**config.mk**
```make
export PLATFORM = sky130hd
export DESIGN_NAME = id_stage_pipe
export DESIGN_NICKNAME = d
export VERILOG_FILES = /design/src/rtl/cpu_pkg.sv /design/src/rtl/reg_file_wt.sv /design/src/rtl/id_stage_pipe.sv
export SDC_FILE = /design/constraint.sdc
export NUM_CORES = 2
export LEC_CHECK = 0
export CORE_MARGIN = 4
export CORE_UTILIZATION = 33
export CTS_CLUSTER_SIZE = 30
export DETAILED_ROUTE_END_ITERATION = 7
export GPL_TIMING_DRIVEN = 0
export PLACE_DENSITY = 0.53
export SYNTH_ARGS = -nofsm -noshare
export SYNTH_HDL_FRONTEND = slang
export SYNTH_SLANG_ARGS = --single-unit
```
**constraint.sdc**
```tcl
create_clock -name clk -period 6.1 [get_ports clk]
set_input_delay 1.525 -clock clk [delete_from_list [all_inputs] [get_ports clk]]
set_output_delay 1.525 -clock clk [all_outputs]
set_load 0.1 [all_outputs]
```
**src/rtl/cpu_pkg.sv**
```systemverilog
// cpu_pkg: opcodes, ALU op classes, decode structs and default widths for the MIPS core.
package cpu_pkg;
  localparam int PC_W_DEF = 10;
  localparam int DATA_W_DEF = 32;
  localparam int REG_AW_DEF = 5;
  localparam logic [5:0] OP_RTYPE = 6'h00;
  localparam logic [5:0] OP_J = 6'h02;
  localparam logic [5:0] OP_BEQ = 6'h04;
  localparam logic [5:0] OP_BNE = 6'h05;
  localparam logic [5:0] OP_ADDI = 6'h08;
  localparam logic [5:0] OP_LW = 6'h23;
  localparam logic [5:0] OP_SW = 6'h2B;
  typedef enum logic [1:0] {
    ALU_ADD = 2'b00,
    ALU_SUB = 2'b01,
    ALU_FUNCT = 2'b10
  } alu_op_e;
  typedef struct packed {
    alu_op_e alu_op;
    logic mem_to_reg;
    logic mem_read;
    logic mem_write;
    logic alu_src;
    logic reg_write;
  } ex_ctrl_t;
  typedef struct packed {
    ex_ctrl_t ex;
    logic reg_dst;
    logic beq;
    logic bne;
    logic jmp;
  } dec_ctrl_t;
endpackage

```
**src/rtl/reg_file_wt.sv**
```systemverilog
// reg_file_wt: write-through register file; r0 is hardwired to zero.
module reg_file_wt #(
  parameter int DATA_W = 32,
  parameter int REG_AW = 5
) (
  input  logic              clk,
  input  logic              reset,
  input  logic              we,
  input  logic [REG_AW-1:0] waddr,
  input  logic [DATA_W-1:0] wdata,
  input  logic [REG_AW-1:0] raddr1,
  input  logic [REG_AW-1:0] raddr2,
  output logic [DATA_W-1:0] rdata1,
  output logic [DATA_W-1:0] rdata2
);
  localparam int NUM_REGS = 2 ** REG_AW;
  logic [DATA_W-1:0] regs [NUM_REGS];
  always_ff @(posedge clk or negedge reset) begin
    if (!reset) begin
      for (int i = 0; i < NUM_REGS; i++) regs[i] <= '0;
    end else if (we && waddr != '0) begin
      regs[waddr] <= wdata;
    end
  end
  // A same-cycle write to the read address is bypassed so ID sees the new value.
  assign rdata1 = (raddr1 == '0) ? '0 : (we && waddr == raddr1) ? wdata : regs[raddr1];
  assign rdata2 = (raddr2 == '0) ? '0 : (we && waddr == raddr2) ? wdata : regs[raddr2];
endmodule

```
**src/rtl/id_stage_pipe.sv**
```systemverilog
// id_stage_pipe: MIPS decode stage with early branch/jump resolution and ID/EX register.
module id_stage_pipe
  import cpu_pkg::*;
#(
  parameter int PC_W = PC_W_DEF,
  parameter int DATA_W = DATA_W_DEF,
  parameter int REG_AW = REG_AW_DEF,
  parameter int BNE_EN = 1
) (
  input  logic              clk,
  input  logic              reset,
  input  logic [PC_W-1:0]   if_id_pc_plus4,
  input  logic [31:0]       if_id_instr,
  input  logic              mem_wb_reg_write,
  input  logic [REG_AW-1:0] mem_wb_write_reg_addr,
  input  logic [DATA_W-1:0] mem_wb_write_back_data,
  input  logic              ex_mem_reg_write,
  input  logic [REG_AW-1:0] ex_mem_dest_reg,
  input  logic [DATA_W-1:0] ex_mem_alu_result,
  input  logic              Data_Hazard,
  input  logic              IF_Flush,
  output logic              branch_taken,
  output logic [PC_W-1:0]   branch_address,
  output logic              jump,
  output logic [PC_W-1:0]   jump_address,
  output logic              ex_valid,
  output logic [DATA_W-1:0] ex_reg1,
  output logic [DATA_W-1:0] ex_reg2,
  output logic [DATA_W-1:0] ex_imm,
  output logic [REG_AW-1:0] ex_rs,
  output logic [REG_AW-1:0] ex_rt,
  output logic [REG_AW-1:0] ex_dest_reg,
  output logic [1:0]        ex_alu_op,
  output logic              ex_mem_to_reg,
  output logic              ex_mem_read,
  output logic              ex_mem_write,
  output logic              ex_alu_src,
  output logic              ex_reg_write
);
  logic [5:0] opcode;
  logic [REG_AW-1:0] rs, rt, rd, dest;
  logic [DATA_W-1:0] rd1, rd2, op_a, op_b, imm;
  logic bubble, equal;
  dec_ctrl_t ctrl;
  ex_ctrl_t ex_ctrl;
  assign opcode = if_id_instr[31:26];
  assign rs = if_id_instr[21+:REG_AW];
  assign rt = if_id_instr[16+:REG_AW];
  assign rd = if_id_instr[11+:REG_AW];
  assign imm = {{(DATA_W-16){if_id_instr[15]}}, if_id_instr[15:0]};
  assign dest = ctrl.reg_dst ? rd : rt;
  assign bubble = Data_Hazard | IF_Flush;
  always_comb begin
    ctrl = '0;
    case (opcode)
      OP_RTYPE: begin ctrl.reg_dst = 1'b1; ctrl.ex.reg_write = 1'b1; ctrl.ex.alu_op = ALU_FUNCT; end
      OP_LW: begin ctrl.ex.alu_src = 1'b1; ctrl.ex.mem_read = 1'b1; ctrl.ex.mem_to_reg = 1'b1; ctrl.ex.reg_write = 1'b1; end
      OP_SW: begin ctrl.ex.alu_src = 1'b1; ctrl.ex.mem_write = 1'b1; end
      OP_ADDI: begin ctrl.ex.alu_src = 1'b1; ctrl.ex.reg_write = 1'b1; end
      OP_BEQ: begin ctrl.beq = 1'b1; ctrl.ex.alu_op = ALU_SUB; end
      OP_BNE: if (BNE_EN != 0) begin ctrl.bne = 1'b1; ctrl.ex.alu_op = ALU_SUB; end
      OP_J: ctrl.jmp = 1'b1;
      default: ;
    endcase
  end
  reg_file_wt #(.DATA_W(DATA_W), .REG_AW(REG_AW)) u_rf (
    .clk(clk), .reset(reset), .we(mem_wb_reg_write), .waddr(mem_wb_write_reg_addr),
    .wdata(mem_wb_write_back_data), .raddr1(rs), .raddr2(rt), .rdata1(rd1), .rdata2(rd2)
  );
  // Only the comparator sees EX/MEM forwarding; EX gets its own forwarding later.
  assign op_a = (ex_mem_reg_write && ex_mem_dest_reg == rs && rs != '0) ? ex_mem_alu_result : rd1;
  assign op_b = (ex_mem_reg_write && ex_mem_dest_reg == rt && rt != '0) ? ex_mem_alu_result : rd2;
  assign equal = op_a == op_b;
  assign branch_taken = !bubble && ((ctrl.beq && equal) || (ctrl.bne && !equal));
  assign branch_address = if_id_pc_plus4 + PC_W'({imm, 2'b00});
  assign jump = ctrl.jmp && !bubble;
  assign jump_address = PC_W'({if_id_instr[25:0], 2'b00});
  always_ff @(posedge clk or negedge reset) begin
    if (!reset) begin
      ex_valid <= 1'b0;
      ex_ctrl <= '0;
      ex_reg1 <= '0;
      ex_reg2 <= '0;
      ex_imm <= '0;
      ex_rs <= '0;
      ex_rt <= '0;
      ex_dest_reg <= '0;
    end else begin
      ex_valid <= !bubble;
      ex_ctrl <= bubble ? '0 : ctrl.ex;
      ex_reg1 <= rd1;
      ex_reg2 <= rd2;
      ex_imm <= imm;
      ex_rs <= rs;
      ex_rt <= rt;
      ex_dest_reg <= dest;
    end
  end
  assign ex_alu_op = ex_ctrl.alu_op;
  assign ex_mem_to_reg = ex_ctrl.mem_to_reg;
  assign ex_mem_read = ex_ctrl.mem_read;
  assign ex_mem_write = ex_ctrl.mem_write;
  assign ex_alu_src = ex_ctrl.alu_src;
  assign ex_reg_write = ex_ctrl.reg_write;
endmodule
```
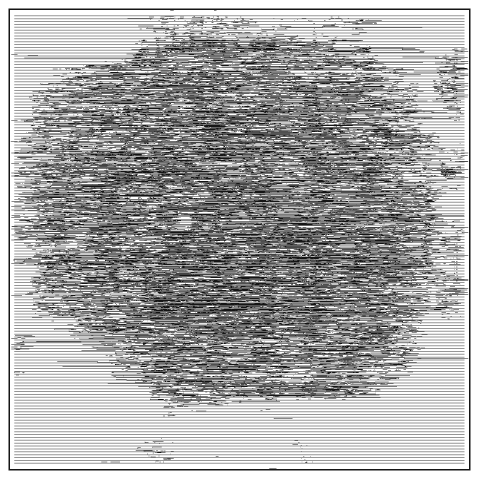
m1.png
Supply wires on this layer in grey.
The layer carries 119 mm of wire. The longest straight run is 183 um.
met1 GRT Util: 41.6%
via count: 48.9k

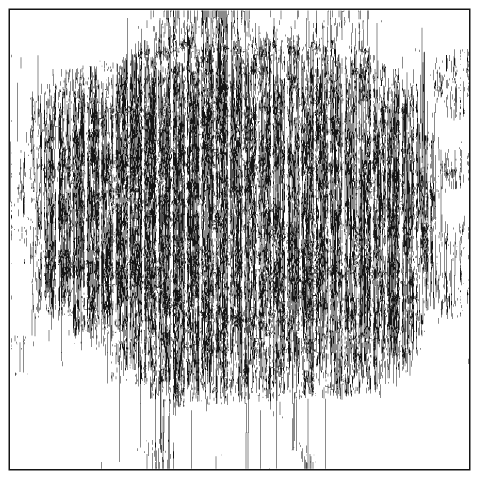
m2.png
The longest straight run is 206 um. The layer carries 130 mm of wire. 4591 nets have wire on it. The wires run mostly vertical.
met2 Use GR: 45.3%
final WL: 326 mm

==> results.sh <==
# implementation run metrics
export IMPL_regArea_um2=28200
export IMPL_violations="capacitance limit, slew limit, setup timing"
export IMPL_critPathMaxFanout=10
export IMPL_coreArea_um2=181000
export IMPL_finalCritPeriodShare_pct=133
export IMPL_clkTransAtPathRegs_ns=0.06
export IMPL_wl_met3_mm=46.0
export IMPL_skew_ns=0.0368
export IMPL_largest_class="multi-input combinational cells"
export IMPL_holdPathStages=1
export IMPL_ff_count=1126
export IMPL_viasPerCell=6.63
export IMPL_wire_per_inst_um=44.2
export IMPL_cap_violations=26
export IMPL_place_gp_congestion=1.03
export IMPL_status="complete, but fails checks"
export IMPL_path_buffers=6
export IMPL_final_max_slew_viol_count=261
export IMPL_setup_viol=1
export IMPL_die_area_um2=189000
export IMPL_hold_path_class="reg2reg"
export IMPL_worst_slack_ns=-2.02
export IMPL_dpl_cell_area_um2=66700
export IMPL_hold_end="u_rf.regs[1002]$_DFFE_PN0P_"
export IMPL_power_frac_seq_pct=39.4
export IMPL_topCellsByArea="dfrtp_1 47%, mux2_2 19%, mux4_2 16%"
export IMPL_p_int_mw=16.8
export IMPL_final_hold_viol_count=0
export IMPL_synth_xor_xnor_area_share_pct=0.843
export IMPL_cts_tree="built"
export IMPL_tns_ns=-2.02
export IMPL_worstSetupStartpointType="input port"
export IMPL_regMostFlops="u_rf.regs"
export IMPL_use_met3_pct=15.4
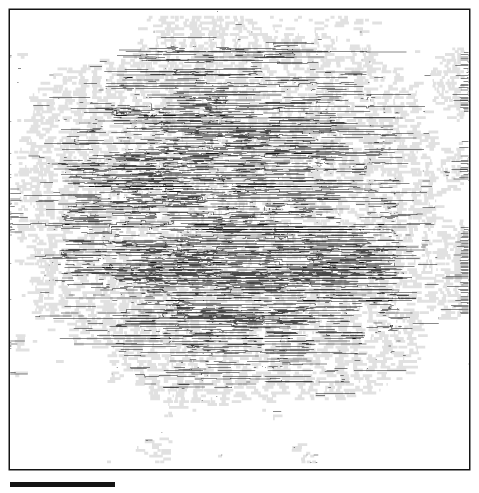
m3.png
Scale bar: 100 um. Cells faint in the background.
The layer carries 46.0 mm of wire. 1043 nets have wire on it. The wires run mostly horizontal. The longest straight run is 212 um. The layer holds 14% of the routed length.

